Run 1, wiring by layer:
Only two layers are drawn.
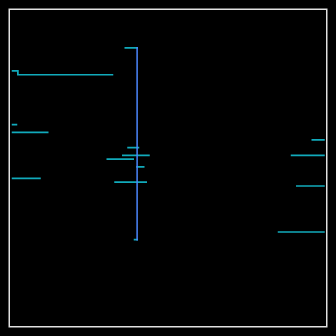
Run 1, met1 routing:
Scale bar: 20 µm. Supply wires on this layer in grey. Cells faint in the background.
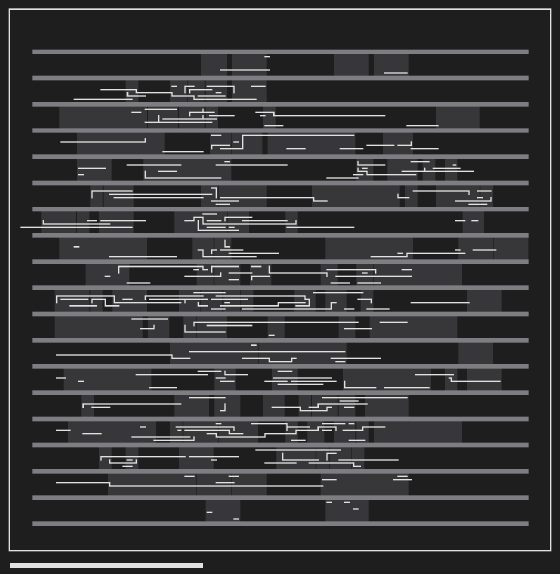
Run 1, metal 2:
Scale bar: 20 µm. Cells faint in the background.
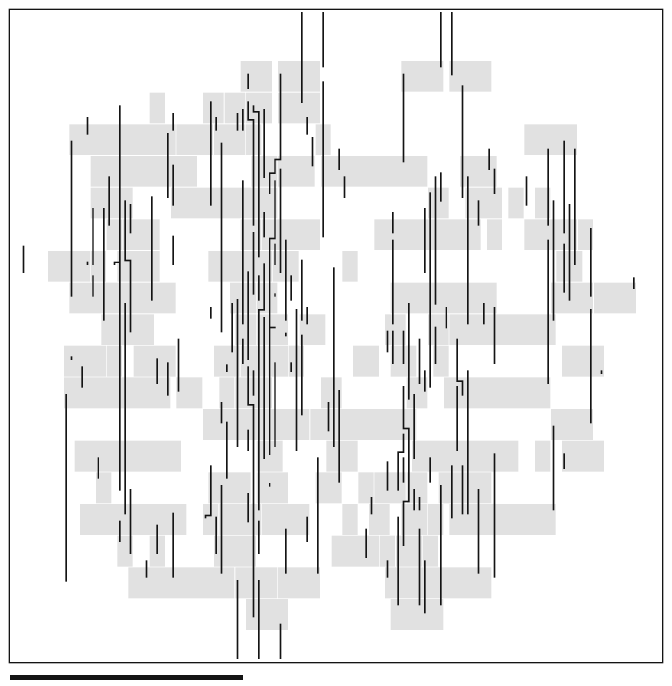
## config.mk

```make
export PLATFORM = sky130hd
export DESIGN_NAME = seq_detect_param
export DESIGN_NICKNAME = d
export VERILOG_FILES = /design/src/rtl/seq_detect_param.sv
export SDC_FILE = /design/constraint.sdc
export NUM_CORES = 1
export LEC_CHECK = 0
export ABC_CLOCK_PERIOD_IN_PS = 7400
export CORE_MARGIN = 2
export CORE_UTILIZATION = 35
export CTS_CLUSTER_SIZE = 20
export DETAILED_ROUTE_END_ITERATION = 6
export HOLD_SLACK_MARGIN = 0.03
export SLEW_MARGIN = 0
export SYNTH_ARGS = -nofsm -noshare
export SYNTH_HDL_FRONTEND = slang
export SYNTH_SLANG_ARGS = --single-unit
export TNS_END_PERCENT = 1
```

## constraint.sdc

```tcl
create_clock -name i_clock -period 7.4 [get_ports i_clock]
set_clock_uncertainty 0.2 [all_clocks]
set_input_delay 1.11 -clock i_clock [delete_from_list [all_inputs] [get_ports i_clock]]
set_output_delay 1.11 -clock i_clock [all_outputs]
set_load 0.005 [all_outputs]
```

## src/rtl/seq_detect_param.sv

```systemverilog
// Parametrised serial pattern detector: shift history plus fill count, registered match pulse,
// saturating match counter and a retriggerable LED stretch.
module seq_detect_param #(
    parameter int                 PAT_LEN  = 4,
    parameter logic [PAT_LEN-1:0] PATTERN  = 4'b1010,
    parameter bit                 OVERLAP  = 1'b1,
    parameter int                 CNT_W    = 8,
    parameter int                 LED_HOLD = 4
) (
    input  logic             i_clock,
    input  logic             i_reset,
    input  logic             i_valid,
    input  logic             i_bit,
    input  logic             i_clear,
    output logic             o_match,
    output logic [CNT_W-1:0] o_match_count,
    output logic             o_led
);

    localparam int FILL_W = $clog2(PAT_LEN + 1);
    localparam int LED_W  = $clog2(LED_HOLD + 1);
    localparam logic [FILL_W-1:0] FILL_FULL = FILL_W'(PAT_LEN);
    localparam logic [LED_W-1:0]  LED_LOAD  = LED_W'(LED_HOLD);
    localparam logic [CNT_W-1:0]  CNT_MAX   = '1;

    // Only PAT_LEN-1 past bits are kept; the incoming bit completes the window.
    logic [PAT_LEN-2:0] hist_q, hist_d;
    logic [FILL_W-1:0]  fill_q, fill_d;
    logic               match_q, match_d;
    logic [CNT_W-1:0]   cnt_q, cnt_d;
    logic [LED_W-1:0]   led_q, led_d;

    logic [PAT_LEN-1:0] window;
    logic [FILL_W-1:0]  fill_inc;
    logic               hit;

    always_comb begin
        window   = {hist_q, i_bit};
        fill_inc = (fill_q == FILL_FULL) ? FILL_FULL : fill_q + FILL_W'(1);
        hit      = i_valid && (fill_inc == FILL_FULL) && (window == PATTERN);

        hist_d  = hist_q;
        fill_d  = fill_q;
        match_d = 1'b0;
        cnt_d   = cnt_q;
        led_d   = (led_q != '0) ? led_q - LED_W'(1) : led_q;

        // Clear wins over a bit that would complete a match at the same edge.
        if (i_clear) begin
            hist_d = '0;
            fill_d = '0;
            cnt_d  = '0;
            led_d  = '0;
        end else begin
            if (i_valid) begin
                hist_d = window[PAT_LEN-2:0];
                fill_d = fill_inc;
            end
            if (hit) begin
                match_d = 1'b1;
                led_d   = LED_LOAD;
                if (cnt_q != CNT_MAX) begin
                    cnt_d = cnt_q + CNT_W'(1);
                end
                if (!OVERLAP) begin
                    hist_d = '0;
                    fill_d = '0;
                end
            end
        end
    end

    always_ff @(posedge i_clock or posedge i_reset) begin
        if (i_reset) begin
            hist_q  <= '0;
            fill_q  <= '0;
            match_q <= 1'b0;
            cnt_q   <= '0;
            led_q   <= '0;
        end else begin
            hist_q  <= hist_d;
            fill_q  <= fill_d;
            match_q <= match_d;
            cnt_q   <= cnt_d;
            led_q   <= led_d;
        end
    end

    assign o_match       = match_q;
    assign o_match_count = cnt_q;
    assign o_led         = (led_q != '0);

endmodule

```

==> metrics.cfg, run 1 <==
[routing]
drc = 0
wl_per_cell_um = 12.7
wl_met3_um = 70

[worst_setup_path]
crit_path_max_incr_delay_ns = 0.52
r2r-end = o_match_count[6]$_DFFE_PP0P_
reg2reg_setup_slack_ns = 4.91
worst_setup_path_start_kind = flip-flop
crit_path_top_delay_cell = clkdlybuf4s50_1
required_ns = 6.09
crit_end = o_led
path_buffers = 2

[clock_tree]
clk_pin_slew_ns = 0.10
insertion_delay_ns = 0.30
hold_buffers = 0
clockBufferDepth = 2
post_cts_buffers = 0

[final_timing]
fin_crit_sh = 0.394
fin_ws_ns = 4.48
hold_slack_ns = 0.335
drv_slew = 0
tightest_slew_ns = 0.658
min_period_ns = 2.92

[cells_and_area]
lay_top_count = dfrtp_1
fin_cells = 141
nNonClkBuffers = 14
final-nonclk-buf-share = 0.122
largest_register_ffs = 8

[placement]
gp_congestion = 0.666
placed_cells = 137

[global_route]
use_met1 = 0.165

[power_and_ir_drop]
power_density_mw_per_mm2 = 197
pwr-share-comb = 0.237
p_sw_frac = 0.276

[die]
num_io_pins = 15

[flow_run]
drv_cap = 0
warnings = 28

[logic_synthesis]
synth.most_common_cell = dfrtp_1
yosysTopAreaCell = dfrtp_1
synth_adder_area_share = 0.0661
seq_area_frac_synth = 0.476
ys_cells = 96
synth_cell_type_count = 28
edf_count = 0

[status]
run_status = finished clean

Notes on 'wiring by layer' above:
| layer | colour | wire length |
|---|---|---|
| M4 | blue | 34.0 µm |
| M3 | cyan | 70.8 µm |

Notes on 'met1 routing' above:
nets with wire on the layer: 101
share of all routed wire: 46%
main direction: horizontal
longest straight run: 22.1 µm

Notes on 'metal 2' above:
main direction: vertical
longest straight run: 33.0 µm
wire length on this layer: 868 µm

==> inputs of run 2 (changes only) <==
ABC_CLOCK_PERIOD_IN_PS = 2500   (was 7400)
clock period = 2.5 ns   (was 7.4 ns; I/O delays follow)
==> run 2 against run 1 <==
  * First-iteration DRC count did not move
  * Via count rose by 5.9%
  * Sequential cell count did not move
  * Non-clock buffer count rose by 4
  * Count of clock-buffer cells in the layout did not move
  * Critical path depth rose by 4
  * Worst hold slack got worse by 0.058 ns
  * Cell count rose by 2.8%
  * Wire length rose by 3.6%
  * Design area rose by 3.2%
==> metrics.cfg, run 2 <==
[power_and_ir_drop]
p_sw_frac = 0.273  ; -0.00268

[logic_synthesis]
synth_adder_area_share = 0.0661  ; unchanged
yosysTopAreaCell = dfrtp_1
seq_area_frac_synth = 0.476  ; unchanged
synth.most_common_cell = dfrtp_1
edf_count = 0  ; unchanged
synth_cell_type_count = 28  ; unchanged

[placement]
gp_congestion = 0.755  ; +13%

[worst_setup_path]
crit_end = o_match_count[4]$_DFFE_PP0P_
crit_path_top_delay_cell = a2111o_1
crit_path_max_incr_delay_ns = 0.44  ; -0.08 ns
reg2reg_setup_slack_ns = 0.05  ; -4.86 ns
path_buffers = 2  ; unchanged
worst_setup_path_start_kind = flip-flop
required_ns = 2.53  ; -3.56 ns
r2r-end = o_match_count[4]$_DFFE_PP0P_

[final_timing]
drv_slew = 0  ; unchanged
fin_ws_ns = 0.0474  ; -4.43 ns
min_period_ns = 2.45
fin_crit_sh = 0.981
tightest_slew_ns = 0.692  ; +0.0342 ns

[cells_and_area]
fin_cells = 145  ; +2.8%
lay_top_count = dfrtp_1
largest_register_ffs = 8  ; unchanged

[clock_tree]
insertion_delay_ns = 0.29  ; about the same
clockBufferDepth = 2  ; unchanged
clk_pin_slew_ns = 0.11  ; about the same
post_cts_buffers = 0  ; unchanged

[routing]
wl_met3_um = 51  ; -27%
wl_per_cell_um = 12.8  ; +0.78%

[status]
run_status = finished clean

[die]
num_io_pins = 15  ; unchanged

[flow_run]
warnings = 29  ; +3.6%

Run 2, metal 2:
Scale bar: 20 µm. Cells faint in the background.
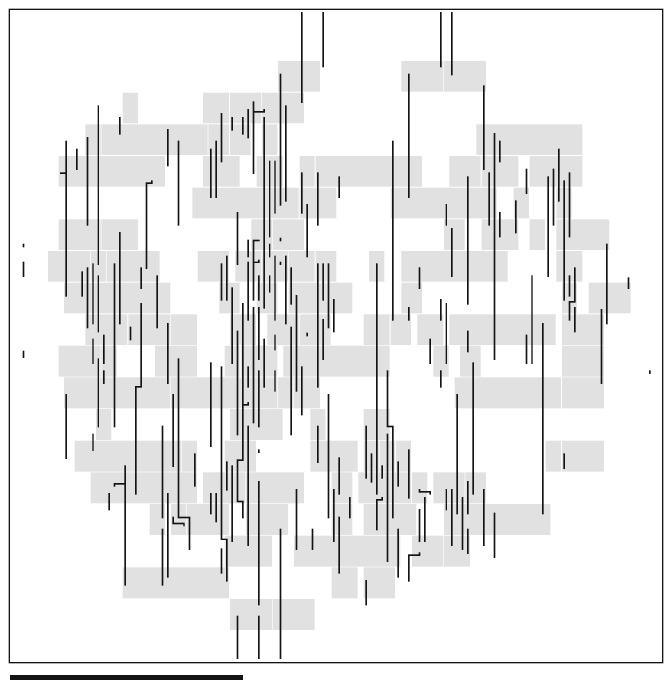
wire length on this layer: 882 µm
main direction: vertical
share of all routed wire: 48%

Run 2, met1 routing:
Scale bar: 20 µm. Supply wires on this layer in grey. Cells faint in the background.
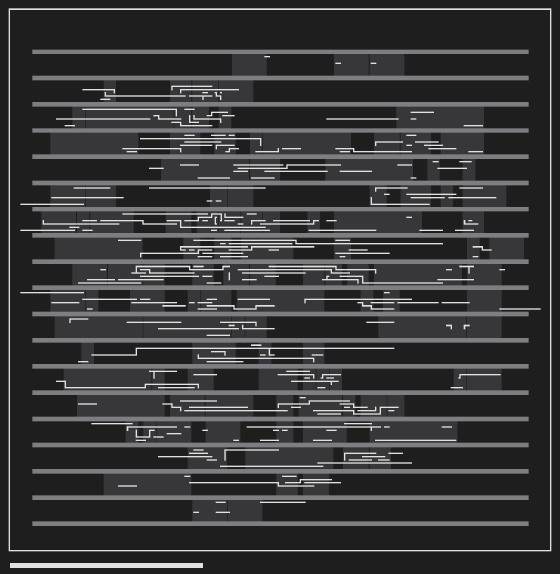
wire length on this layer: 886 µm
nets with wire on the layer: 114
share of all routed wire: 48%
longest straight run: 26.7 µm
main direction: horizontal

==> inputs of run 3 (changes only) <==
==> constraint.sdc (replaced) <==
create_clock -name i_clock -period 2.5 [get_ports i_clock]
set_clock_uncertainty 0.2 [all_clocks]
set_input_delay 0.25 -clock i_clock [delete_from_list [all_inputs] [get_ports i_clock]]
set_output_delay 0.25 -clock i_clock [all_outputs]
set_load 0.005 [all_outputs]
==> run 3 against run 2 <==
  * Via count fell by 4.3%
  * Area after synthesis unchanged
  * Power is 5.2% lower
  * Die size unchanged
  * Worst setup slack better by 0.046 ns
  * First-iteration DRC count grew 23%
  * Sequential share of layout area is 0.16 points lower
  * Sequential power about the same
  * Core utilization up 0.20 points
  * Cell count decreased by 0.69%
  * Clock power down 23%
  * Global-route usage down 0.55 points
==> metrics.cfg, run 3 <==
[status]
run_status = finished clean

[flow_run]
warnings = 28  ; -3.4%

[final_timing]
drv_slew = 0  ; unchanged
tightest_slew_ns = 0.692  ; +0.000154 ns
min_period_ns = 2.41  ; -0.0459 ns
fin_crit_sh = 0.963  ; -0.0184
fin_ws_ns = 0.0933  ; +0.0459 ns

[worst_setup_path]
crit_path_top_delay_cell = a2111o_1
worstSetupPathType = reg2reg
worst-endpoint-arrival_ns = 2.41
crit_cells = 7
worst_setup_path_start_kind = flip-flop
required_ns = 2.51  ; -0.02 ns
crit_end = o_match_count[6]$_DFFE_PP0P_
path_buffers = 1  ; -1
crit_path_max_incr_delay_ns = 0.52  ; +0.08 ns

[clock_tree]
post_cts_buffers = 0  ; unchanged
clk_pin_slew_ns = 0.10  ; about the same
insertion_delay_ns = 0.28  ; about the same
ctsResizeCount = 0
clockBufferDepth = 2  ; unchanged
htreeDepth = 1

[cells_and_area]
fin_cells = 144  ; -0.69%
largest_register_ffs = 8  ; unchanged
largest_class = combinational gates
lay_top_count = dfrtp_1

[logic_synthesis]
edf_count = 0  ; unchanged
seq_area_frac_synth = 0.476  ; unchanged
yosysTopAreaCell = dfrtp_1
synth.most_common_cell = dfrtp_1
top_cells_by_count = 18 x dfrtp_1, 14 x nor2_1, 6 x inv_1, 6 x mux2i_1
synth_adder_area_share = 0.0661  ; unchanged
synth_cell_type_count = 28  ; unchanged

[global_route]
grt.overflow.total = 0

[power_and_ir_drop]
p_sw_frac = 0.280  ; +0.00699
seqPwrFrac = 0.518

[routing]
wl_met3_um = 65  ; +27%

[placement]
gp_congestion = 0.753  ; -0.30%

Run 3, met1 routing:
Scale bar: 20 µm. Supply wires on this layer in grey. Cells faint in the background.
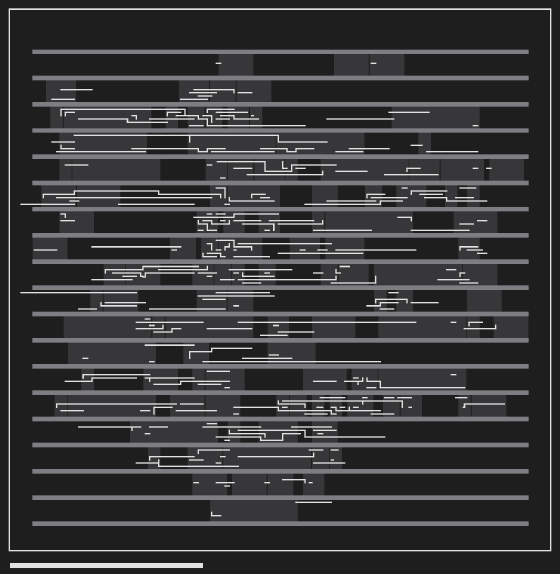
nets with wire on the layer: 106
share of all routed wire: 49%
longest straight run: 21.2 µm

Run 3, routing congestion map:
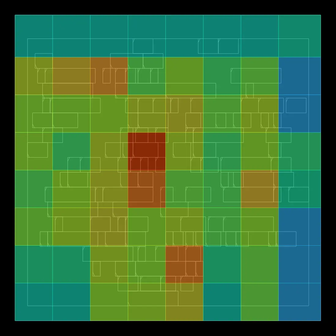
most used routing layer: met2
met2 Track Usage GR: 0.180
gr usage total: 0.124


==> layout pictures side by side <==
Cell sizes after repair.
Scale bar: 20 µm.
(a)
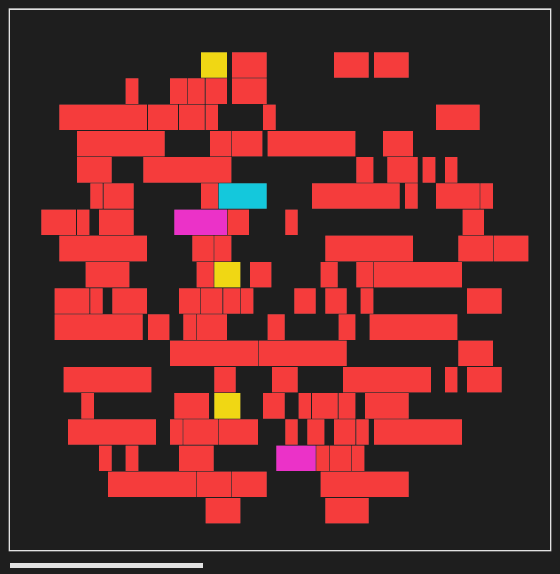
(b)
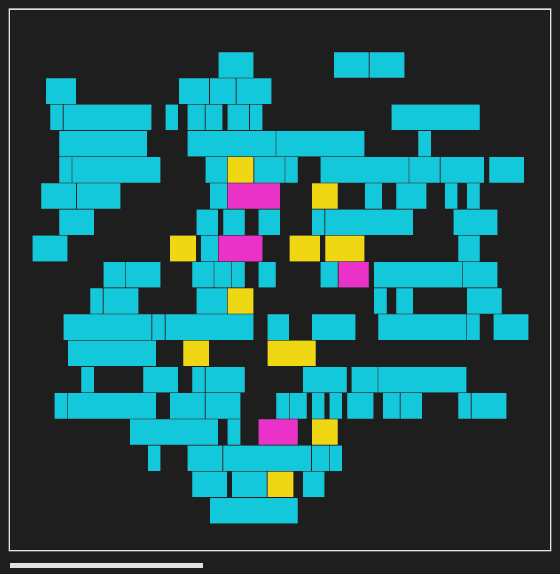
(c)
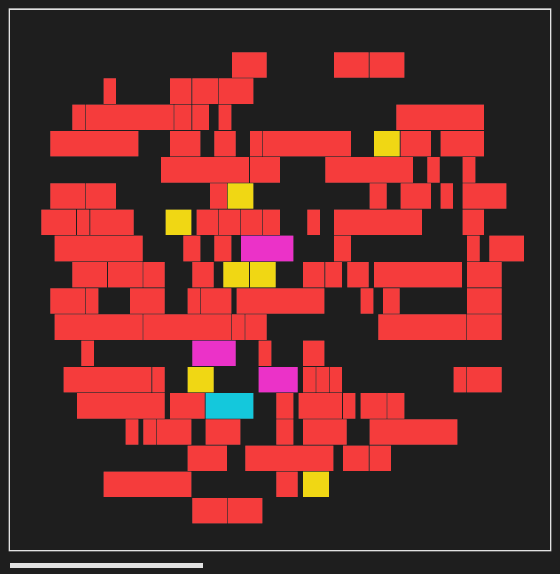
(a) -> run 1
(b) -> run 3
(c) -> run 2

Key to (a):
| size | colour | cells | share |
|---|---|---|---|
| x3 and x4 | yellow | 3 | 2.7% |
| x2 | magenta | 2 | 1.8% |
| x6 and larger | cyan | 1 | 0.90% |
| x1 and smaller | red | 105 | 95% |

Power and IR drop assume default switching activity.
